===== src/rtl/uart_pkg.sv =====
// Shared types and constants for the parametrised UART receiver.
// Holds the state encoding, parity mode codes and the frame-length helper.
package uart_pkg;

  typedef enum logic [2:0] {
    ST_IDLE,
    ST_START,
    ST_DATA,
    ST_PARITY,
    ST_STOP,
    ST_DONE,
    ST_WAIT_IDLE
  } rx_state_t;

  localparam int PAR_NONE = 0;
  localparam int PAR_EVEN = 1;
  localparam int PAR_ODD  = 2;

  // Bits per frame: start + data + optional parity + stop bits.
  function automatic int frame_bits(input int data_w, input int parity, input int stop_bits);
    return 1 + data_w + ((parity != PAR_NONE) ? 1 : 0) + stop_bits;
  endfunction

endpackage


===== src/rtl/uart_rx_sync.sv =====
// Two-flop synchroniser for the asynchronous rxd pad, resetting to the idle level.
// Latency 2 clk; no flow control.
module uart_rx_sync (
  input  logic clk,
  input  logic rst,
  input  logic rxd,
  output logic rxd_s
);

  logic meta;

  always_ff @(posedge clk) begin
    if (rst) begin
      meta  <= 1'b1;
      rxd_s <= 1'b1;
    end else begin
      meta  <= rxd;
      rxd_s <= meta;
    end
  end

endmodule


===== src/rtl/uart_rx_param.sv =====
// Parametrised UART receiver: rxd -> DATA_W word, 3-sample majority per bit, parity/framing flags.
// Word valid H+2+(N-1)*CLKS_PER_BIT clks after start detect; held until rx_ready, a frame completing while full is dropped with an overrun pulse.
module uart_rx_param
  import uart_pkg::*;
#(
  parameter int DATA_W       = 8,
  parameter int CLKS_PER_BIT = 15,
  parameter int PARITY       = PAR_NONE,
  parameter int STOP_BITS    = 1
) (
  input  logic              clk,
  input  logic              rst,
  input  logic              rx_en,
  input  logic              rxd,
  output logic [DATA_W-1:0] rx_data,
  output logic              rx_valid,
  input  logic              rx_ready,
  output logic              parity_err,
  output logic              frame_err,
  output logic              overrun,
  output logic              busy
);

  localparam int N  = frame_bits(DATA_W, PARITY, STOP_BITS);
  localparam int H  = CLKS_PER_BIT / 2;
  localparam int CW = $clog2(CLKS_PER_BIT);
  localparam int KW = $clog2(N);

  logic              rxd_s;
  rx_state_t         state, state_nxt;
  logic [CW-1:0]     cnt;
  logic [KW-1:0]     bit_k;
  logic              s0, s1;
  logic [DATA_W-1:0] shreg;
  logic              par_acc;
  logic              par_bad;
  logic              stop_bad;
  logic              bit_dec;
  logic              bit_val;
  logic              deliver;

  uart_rx_sync u_sync (
    .clk   (clk),
    .rst   (rst),
    .rxd   (rxd),
    .rxd_s (rxd_s)
  );

  assign busy = (state != ST_IDLE);

  always_comb begin
    state_nxt = state;
    bit_dec   = 1'b0;
    deliver   = 1'b0;
    // Third sample is the live rxd_s on the decision edge.
    bit_val   = (s0 & s1) | (s0 & rxd_s) | (s1 & rxd_s);
    if (state inside {ST_START, ST_DATA, ST_PARITY, ST_STOP})
      bit_dec = (cnt == CW'(H));

    case (state)
      ST_IDLE:      if (!rxd_s) state_nxt = ST_START;
      ST_START:     if (bit_dec) state_nxt = bit_val ? ST_IDLE : ST_DATA;
      ST_DATA:      if (bit_dec && bit_k == KW'(DATA_W))
                      state_nxt = (PARITY != PAR_NONE) ? ST_PARITY : ST_STOP;
      ST_PARITY:    if (bit_dec) state_nxt = ST_STOP;
      ST_STOP:      if (bit_dec && bit_k == KW'(N - 1)) state_nxt = ST_DONE;
      ST_DONE: begin
        deliver   = 1'b1;
        state_nxt = rxd_s ? ST_IDLE : ST_WAIT_IDLE;
      end
      ST_WAIT_IDLE: if (rxd_s) state_nxt = ST_IDLE;
      default:      state_nxt = ST_IDLE;
    endcase

    // Disabling the receiver abandons whatever frame is in flight.
    if (!rx_en) begin
      state_nxt = ST_IDLE;
      deliver   = 1'b0;
    end
  end

  always_ff @(posedge clk) begin
    if (rst) begin
      state      <= ST_IDLE;
      cnt        <= '0;
      bit_k      <= '0;
      s0         <= 1'b1;
      s1         <= 1'b1;
      shreg      <= '0;
      par_acc    <= 1'b0;
      par_bad    <= 1'b0;
      stop_bad   <= 1'b0;
      rx_data    <= '0;
      rx_valid   <= 1'b0;
      parity_err <= 1'b0;
      frame_err  <= 1'b0;
      overrun    <= 1'b0;
    end else begin
      state   <= state_nxt;
      overrun <= 1'b0;

      if (state == ST_IDLE) begin
        cnt      <= '0;
        bit_k    <= '0;
        par_acc  <= 1'b0;
        par_bad  <= 1'b0;
        stop_bad <= 1'b0;
      end else begin
        cnt <= (cnt == CW'(CLKS_PER_BIT - 1)) ? '0 : cnt + 1'b1;
        if (cnt == CW'(H - 2)) s0 <= rxd_s;
        if (cnt == CW'(H - 1)) s1 <= rxd_s;
        if (bit_dec) begin
          bit_k <= bit_k + 1'b1;
          case (state)
            ST_DATA: begin
              shreg   <= {bit_val, shreg[DATA_W-1:1]};
              par_acc <= par_acc ^ bit_val;
            end
            ST_PARITY: par_bad <= bit_val != ((PARITY == PAR_ODD) ? ~par_acc : par_acc);
            ST_STOP:   if (!bit_val) stop_bad <= 1'b1;
            default: ;
          endcase
        end
      end

      // A transfer on the delivery edge frees the slot for the new word.
      if (deliver) begin
        if (!rx_valid || rx_ready) begin
          rx_data    <= shreg;
          parity_err <= par_bad;
          frame_err  <= stop_bad;
          rx_valid   <= 1'b1;
        end else begin
          overrun <= 1'b1;
        end
      end else if (rx_valid && rx_ready) begin
        rx_valid <= 1'b0;
      end
    end
  end

endmodule


===== config.mk =====
export PLATFORM = sky130hd
export DESIGN_NAME = uart_rx_param
export DESIGN_NICKNAME = d
export VERILOG_FILES = /design/src/rtl/uart_pkg.sv /design/src/rtl/uart_rx_sync.sv /design/src/rtl/uart_rx_param.sv
export SDC_FILE = /design/constraint.sdc
export NUM_CORES = 1
export LEC_CHECK = 0
export ABC_AREA = 1
export CORE_MARGIN = 2
export CORE_UTILIZATION = 49
export CTS_CLUSTER_DIAMETER = 200
export CTS_CLUSTER_SIZE = 10
export DETAILED_ROUTE_END_ITERATION = 8
export PLACE_DENSITY = 0.74
export SETUP_SLACK_MARGIN = 0.1
export SYNTH_ARGS = -nofsm -noshare
export SYNTH_HDL_FRONTEND = slang
export SYNTH_SLANG_ARGS = --single-unit

===== constraint.sdc =====
create_clock -name clk -period 1.43 [get_ports clk]
set_clock_uncertainty 0.1 [all_clocks]
set_input_delay 0.143 -clock clk [delete_from_list [all_inputs] [get_ports clk]]
set_output_delay 0.143 -clock clk [all_outputs]
set_load 0.01 [all_outputs]

run_1/route_heat.png
Bar = 20 µm. The die is cut into 12 by 12 equal tiles; white is low, dark blue is high, scaled to the fullest tile. Values are wire area over tile area, all layers added.
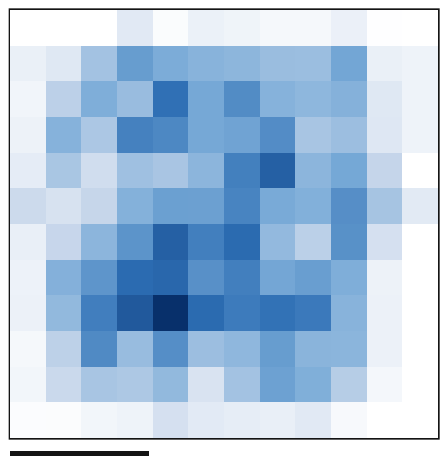
28% of the tiles are over half the peak. 10% of the tiles are nearly empty. The fullest tile reaches 0.58. The mean over all tiles is 0.20.

run_1/clock_nets.png
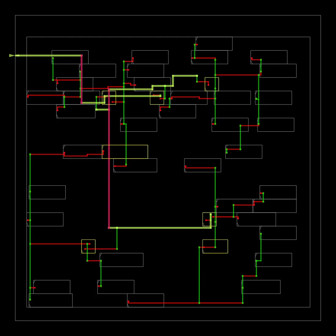
clock net sink count: 38
power in the clock group: 0.693 mW
flop count: 38
TritonCTS Buffers: 5
Layout clock buffers: 7

run_1/clock_wires.png
Bar = 20 µm.
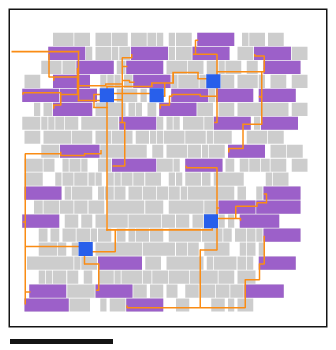
Key: clock wires = orange [length 451 µm]; clock-net drivers = blue [count 5]; flip-flops = purple [count 38]
Position of the flops: widely spread.

==> flow_metrics.rpt, run 1 <==
FLOW METRICS REPORT
----------------------------------------------------
[Outcome]
  Outcome ........................ finished with violations
  Violated checks ........................ setup timing

[Routing]
  Post-detailed-route wirelength per cell ........................ 15.6 µm
  First-pass DRT Iterations ........................ 4
  Routed wire length ........................ 4770 µm
  Final ANT Viol Nets ........................ 0
  Starting DRC count in detailed routing ........................ 93
  Routed met3 length ........................ 208 µm
  Residual DRC ........................ 0
  DR WL met2 ........................ 2530 µm

[Global route]
  Largest net degree at the start of global routing ........................ 19
  Overflow after GRT ........................ 0
  Overall Global Routing Usage ........................ 23.5%
  Met1 usage ........................ 27.7%
  Via count of the first global-routing pass ........................ 1468
  First-pass GRT wire length ........................ 6470 µm
  Most used routing layer in global routing ........................ met2
  Global routing usage on met3 ........................ 7.14%
  Fraction of met2 tracks used by global routing ........................ 41.1%

[Timing]
  Post-route setup slack ........................ -0.0795 ns
  Max Transition Viols Final ........................ 0
  Max Clk Rate ........................ 0.662 GHz
  Final critical-path share of the clock period ........................ 106%
  Final sum of negative setup slack ........................ -0.208 ns
  Number of endpoints failing setup at the final stage ........................ 6
  Unrepaired setup endpoints after global routing ........................ yes
  Worst hold slack ........................ 0.256 ns

[Cells and area]
  Post-route cell area ........................ 0.00257 mm²
  Proportion of cell area occupied by registers ........................ 30.4%
  Logic share of the area ........................ 40.1%
  Top class by area ........................ multi-input combinational cells
  Multi-input combinational cell count ........................ 141
  Sequential standard cell area ........................ 781 µm²
  Fraction of layout instances using a drive strength above 1 ........................ 47.3%
  Core Util, Final ........................ 82.9%
  Fill cell count ........................ 191
  Inverter count of the layout excluding clock inverters ........................ 23
  Signal buf overhead ........................ 19.5%
  Top library cells by usage in the layout, fill and taps aside ........................ sky130_fd_sc_hd__nor2_1, sky130_fd_sc_hd__dfxtp_1, sky130_fd_sc_hd__buf_4
  Number of cells in the finished layout apart from fillers ........................ 306
  Top logic cell by instance count in the layout ........................ sky130_fd_sc_hd__nor2_1
  Multi-input logic area ........................ 0.00103 mm²
  Buffer count excluding the clock tree in the final layout ........................ 53

[Worst setup path]
  Worst flop-to-flop path startpoint ........................ cnt[0]
  Instance count on the critical path ........................ 6
  Crit path largest cell delay ........................ 0.38 ns
  Slowest cell on the critical path ........................ sky130_fd_sc_hd__dfxtp_4
  Minimum setup slack among reg-to-reg paths ........................ -0.08 ns
  Ordered list of cells on the worst path ........................ ha_4, nand3_4, nand3_1, o21a_2, nand4_1, a21oi_2
  Required arrival time at the worst endpoint ........................ 1.61 ns

[Synth]
  Area contributors post-synth ........................ sky130_fd_sc_hd__dfxtp_1, sky130_fd_sc_hd__nor2_1, sky130_fd_sc_hd__o21ai_1, sky130_fd_sc_hd__ha_1, sky130_fd_sc_hd__a21oi_1
  Post-Synth AOI/OAI Area ........................ 14.6%
  Leading area contributor after synthesis ........................ sky130_fd_sc_hd__dfxtp_1
  Distinct lib cells ........................ 27
  Area reported by Yosys stat ........................ 0.00162 mm²
  Cell types with the highest counts after synthesis ........................ sky130_fd_sc_hd__nor2_1, sky130_fd_sc_hd__dfxtp_1, sky130_fd_sc_hd__o21ai_1, sky130_fd_sc_hd__nand2_1, sky130_fd_sc_hd__inv_1
  Yosys cell count ........................ 204
  Dominant synthesized flop cell ........................ sky130_fd_sc_hd__dfxtp_1
  Portion of the post-synthesis area used by sequential elements ........................ 47.0%
  Yosys warning total ........................ 0
  Most frequent cell after synthesis ........................ sky130_fd_sc_hd__nor2_1
  Count of flip-flops with a built-in enable after synthesis ........................ 0
  Multiplexer share of the synthesized area ........................ 0%
  Post-synthesis average cell area ........................ 7.94 µm²
  Flops & latches, synth ........................ 38
  Post-Syn Instances ........................ 204
  Synthesized Nets ........................ 215

[Power]
  Internal power component ........................ 1.50 mW
  Worst ir drop on vdd ........................ 0.767 mV
  Total power of the final layout ........................ 1.97 mW
  Leakage power figure ........................ 1.07 nW
  Power Dens Cells ........................ 768 mW/mm²
  Switching power as a share of total power ........................ 24.2%
  Proportion of power drawn by flip-flops and latches ........................ 54.6%
  Clk pwr share ........................ 35.1%
  Part of the power in combinational logic ........................ 10.3%
  Combinational cell power ........................ 0.203 mW
  Net switching power ........................ 0.478 mW
  Top pwr grp ........................ registers

[Clock tree]
  Clock root buffer master ........................ sky130_fd_sc_hd__clkbuf_4
  Bufs on Longest Clock Path ........................ 2
  Insertion delay of the later-clocked pin in the worst-skew pair ........................ 0.36 ns
  CTS tree ........................ done
  Quantity of hold-fixing buffers added after cts ........................ 0
  Number of cells upsized or downsized after cts ........................ 59

[Flow run]
  Number of warnings in the stage logs ........................ 33
  Number of max-cap violations ........................ 0

[Min path]
  Cell count of the worst hold path ........................ 2
  Startpoint of the worst hold path ........................ rxd
  Worst Hold Class ........................ in -> reg

[Die]
  # IOs ........................ 18
  Die extent in y ........................ 61.5 µm
  Die W ........................ 61.5 µm
  Core area ........................ 0.00310 mm²

[Placement]
  Number of input and output port buffers inserted ........................ 17
  Post-detailed-placement cell area ........................ 0.00202 mm²
  Worst slack after detailed placement ........................ 0.00816 ns
  Cell count after placement ........................ 283
  Detailed-placement wirelength estimate ........................ 2370 µm

----------------------------------------------------
run_1/closeup.png
Window x 11 to 51, y 11 to 51 µm. Cells in gray, sequential cells in the stronger gray; small squares are vias.
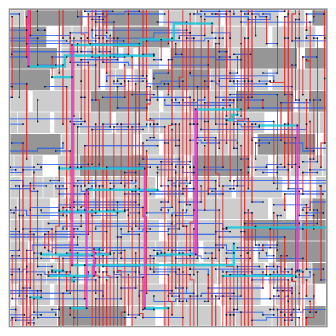

==> run 1 -> run 2 <==
Settings changed: SYNTH_HIERARCHICAL set to 1.
run_2/closeup.png
Window x 11 to 51, y 11 to 51 µm. Cells in gray, sequential cells in the stronger gray; small squares are vias.
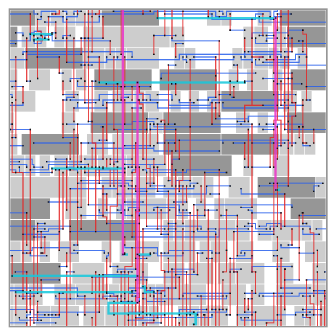
Key: M4 = magenta; M2 = red; M1 = blue; M3 = cyan
168 logic cells have their middle in the window. Netlist names of flops here include `shreg` (8), `rx_data` (3), `state` (2). Sequential cells in the window: 20. Most frequent: nor2_1 (38), o21ai_0 (22), dfxtp_1 (18).

==> run 2 against run 1 <==
Effect of this change: the run now ends clean; critical endpoint is now par_acc; synthesized area increased by 0.62%; worst hold slack got worse by 0.029 ns; sequential share of layout area rose by 4.6 points; core utilization down 11 points; critical path type unchanged; largest power group unchanged; clock power grew 34%; cell count decreased by 1.6%; via count down 11%; flip-flop count did not move; fmax grew 5.8%; critical path depth increased by 1.
==> flow_metrics.rpt, run 2 <==
FLOW METRICS REPORT
----------------------------------------------------
[Cells and area]
  Top class by area ........................ multi-input combinational cells
  Multi-input logic area ........................ 853 µm²
  Fraction of layout instances using a drive strength above 1 ........................ 29.2%
  Top library cells by usage in the layout, fill and taps aside ........................ sky130_fd_sc_hd__nor2_1, sky130_fd_sc_hd__dfxtp_1, sky130_fd_sc_hd__o21ai_0
  Multi-input combinational cell count ........................ 145
  Flop count ........................ 38
  Layout clock buffers ........................ 5
  Clock buffer and inverter area fraction after layout ........................ 4.79%
  Fill cell count ........................ 261
  Proportion of cell area occupied by registers ........................ 35.0%
  Logic share of the area ........................ 38.4%
  Number of cells in the finished layout apart from fillers ........................ 301
  Top logic cell by instance count in the layout ........................ sky130_fd_sc_hd__nor2_1
  Post-route cell area ........................ 0.00222 mm²
  Signed area change from the synthesized netlist to the final layout ........................ 36.3%
  Sequential standard cell area ........................ 777 µm²
  Inverter count of the layout excluding clock inverters ........................ 30
  Buffer count excluding the clock tree in the final layout ........................ 36
  Core Util, Final ........................ 71.6%
  Signal buf overhead ........................ 13.8%

[Worst setup path]
  Worst Setup SP ........................ state[2]
  Crit path largest cell delay ........................ 0.38 ns
  Ordered list of cells on the worst path ........................ inv_2, nand2_2, nor2_2, nand2_4, inv_4, o21ai_0, a21oi_1
  Instance count on the critical path ........................ 7
  Category of the critical setup timing path ........................ reg -> reg
  Slowest cell on the critical path ........................ sky130_fd_sc_hd__dfxtp_2
  Minimum setup slack among reg-to-reg paths ........................ 0.004 ns
  Required arrival time at the worst endpoint ........................ 1.63 ns
  Signal arrival time at the worst endpoint ........................ 1.63 ns
  Startpoint type of the worst setup path ........................ flip-flop
  Critical Path Sink Type ........................ flip-flop
  Gate family responsible for the most delay along the worst path ........................ simple AND/OR/NAND/NOR gates
  Worst flop-to-flop path startpoint ........................ state[2]
  Crit-path max FO ........................ 11
  Reg2Reg Depth ........................ 7

[Timing]
  Final sum of negative setup slack ........................ 0 ns
  Final critical-path share of the clock period ........................ 99.8%
  Final count of hold timing violations ........................ 0
  Post-layout minimum cycle time ........................ 1.43 ns
  Post-route setup slack ........................ 0.00357 ns
  Worst hold slack ........................ 0.227 ns
  Max Transition Viols Final ........................ 0
  Unrepaired setup endpoints after global routing ........................ yes
  Max Clk Rate ........................ 0.701 GHz
  Number of endpoints failing setup at the final stage ........................ 0
  Normalized max-slew margin ........................ 82.2%

[Clock tree]
  CTS tree ........................ done
  Clock-pin slew reported for the worst setup and hold paths after clock tree synthesis ........................ 0.13 ns
  Clock net sink count ........................ 38
  Insertion delay of the later-clocked pin in the worst-skew pair ........................ 0.36 ns
  Clock root buffer master ........................ sky130_fd_sc_hd__clkbuf_4
  Number of cells upsized or downsized after cts ........................ 36
  Count of H-tree levels built during CTS ........................ 2
  TritonCTS Buffers ........................ 5
  Bufs on Longest Clock Path ........................ 2
  Number of buffers inserted to repair setup after CTS ........................ 3
  Quantity of hold-fixing buffers added after cts ........................ 0

[Routing]
  Routed wire length ........................ 3430 µm
  Top routing layer used ........................ met4
  Via count normalized by instance count ........................ 4.89
  First-pass DRT Iterations ........................ 5
  Post-detailed-route wirelength per cell ........................ 11.4 µm
  Final ANT Viol Nets ........................ 0
  DR WL met2 ........................ 1590 µm
  Via count ........................ 1473
  Routed met3 length ........................ 151 µm
  Met1 Routed Length ........................ 1610 µm
  Starting DRC count in detailed routing ........................ 76
  Residual DRC ........................ 0

[Global route]
  Fraction of met2 tracks used by global routing ........................ 30.7%
  Global routing usage on met3 ........................ 6.30%
  Largest net degree at the start of global routing ........................ 19
  Overflow after GRT ........................ 0
  Most used routing layer in global routing ........................ met2
  Overall Global Routing Usage ........................ 19.9%
  Met1 usage ........................ 24.5%
  First-pass GRT wire length ........................ 5460 µm
  Via count of the first global-routing pass ........................ 1343
  Initial antenna violation count ........................ 0

[Synth]
  Multiplexer share of the synthesized area ........................ 0%
  Most frequent cell after synthesis ........................ sky130_fd_sc_hd__nor2_1
  Synthesized Nets ........................ 227
  Flops & latches, synth ........................ 38
  Synthesized-area fraction occupied by and/or/nand/nor cells ........................ 26.3%
  Async set or reset register ratio after synthesis ........................ 0%
  Yosys cell count ........................ 216
  Cell types with the highest counts after synthesis ........................ sky130_fd_sc_hd__nor2_1, sky130_fd_sc_hd__dfxtp_1, sky130_fd_sc_hd__inv_1, sky130_fd_sc_hd__o21ai_0, sky130_fd_sc_hd__nand2_1
  Post-Syn Instances ........................ 216
  Area contributors post-synth ........................ sky130_fd_sc_hd__dfxtp_1, sky130_fd_sc_hd__nor2_1, sky130_fd_sc_hd__o21ai_0, sky130_fd_sc_hd__inv_1, sky130_fd_sc_hd__nand2_1
  Leading area contributor after synthesis ........................ sky130_fd_sc_hd__dfxtp_1
  Yosys warning total ........................ 6
  Dominant synthesized flop cell ........................ sky130_fd_sc_hd__dfxtp_1
  Distinct lib cells ........................ 24
  Count of flip-flops with a built-in enable after synthesis ........................ 0
  Post-synthesis average cell area ........................ 7.54 µm²
  Largest family of logic cells by area ........................ simple AND/OR/NAND/NOR gates
  Area reported by Yosys stat ........................ 0.00163 mm²
  Adder-cell share of the synthesized area ........................ 4.61%
  Top-area cell share ........................ 46.7%
  Post-Synth AOI/OAI Area ........................ 12.1%
  Cell area after synthesis ........................ 0.00163 mm²
  Portion of the post-synthesis area used by sequential elements ........................ 46.7%
  Xor/xnor cell area share of the yosys netlist ........................ 2.15%

[Die]
  # Taps ........................ 44
  Die extent in y ........................ 61.7 µm
  Core area ........................ 0.00310 mm²
  Initial core utilization ........................ 52.5%
  # IOs ........................ 18
  Chip area ........................ 0.00380 mm²
  Die W ........................ 61.7 µm
  Cell row count ........................ 20

[Power]
  Power Dens Cells ........................ 1090 mW/mm²
  Net switching power ........................ 0.623 mW
  Sequential group power ........................ 1.11 mW
  Top pwr grp ........................ registers
  Proportion of power drawn by flip-flops and latches ........................ 46.0%
  Part of the power in combinational logic ........................ 15.5%
  Total power of the final layout ........................ 2.41 mW
  Clk pwr share ........................ 38.4%
  Leakage power figure ........................ 1.07 nW
  Worst ir drop on vdd ........................ 0.937 mV
  Switching power as a share of total power ........................ 25.8%
  Internal power component ........................ 1.79 mW
  Power in the clock group ........................ 0.928 mW
  Combinational cell power ........................ 0.374 mW

[Min path]
  Worst Hold Class ........................ in -> reg
  Cell count of the worst hold path ........................ 3
  Worst Hold Endpoint ........................ u_sync/meta
  Startpoint of the worst hold path ........................ rxd

[Placement]
  Cell count after placement ........................ 289
  Worst slack after detailed placement ........................ -0.0316 ns
  Number of input and output port buffers inserted ........................ 17
  Detailed-placement wirelength estimate ........................ 2260 µm
  Post-detailed-placement cell area ........................ 0.00196 mm²

[Flow run]
  Number of max-cap violations ........................ 0
  Number of warnings in the stage logs ........................ 32

[Outcome]
  Outcome ........................ complete, no violations

----------------------------------------------------
Power figures rest on the tool's default switching activity, not on a simulated workload.
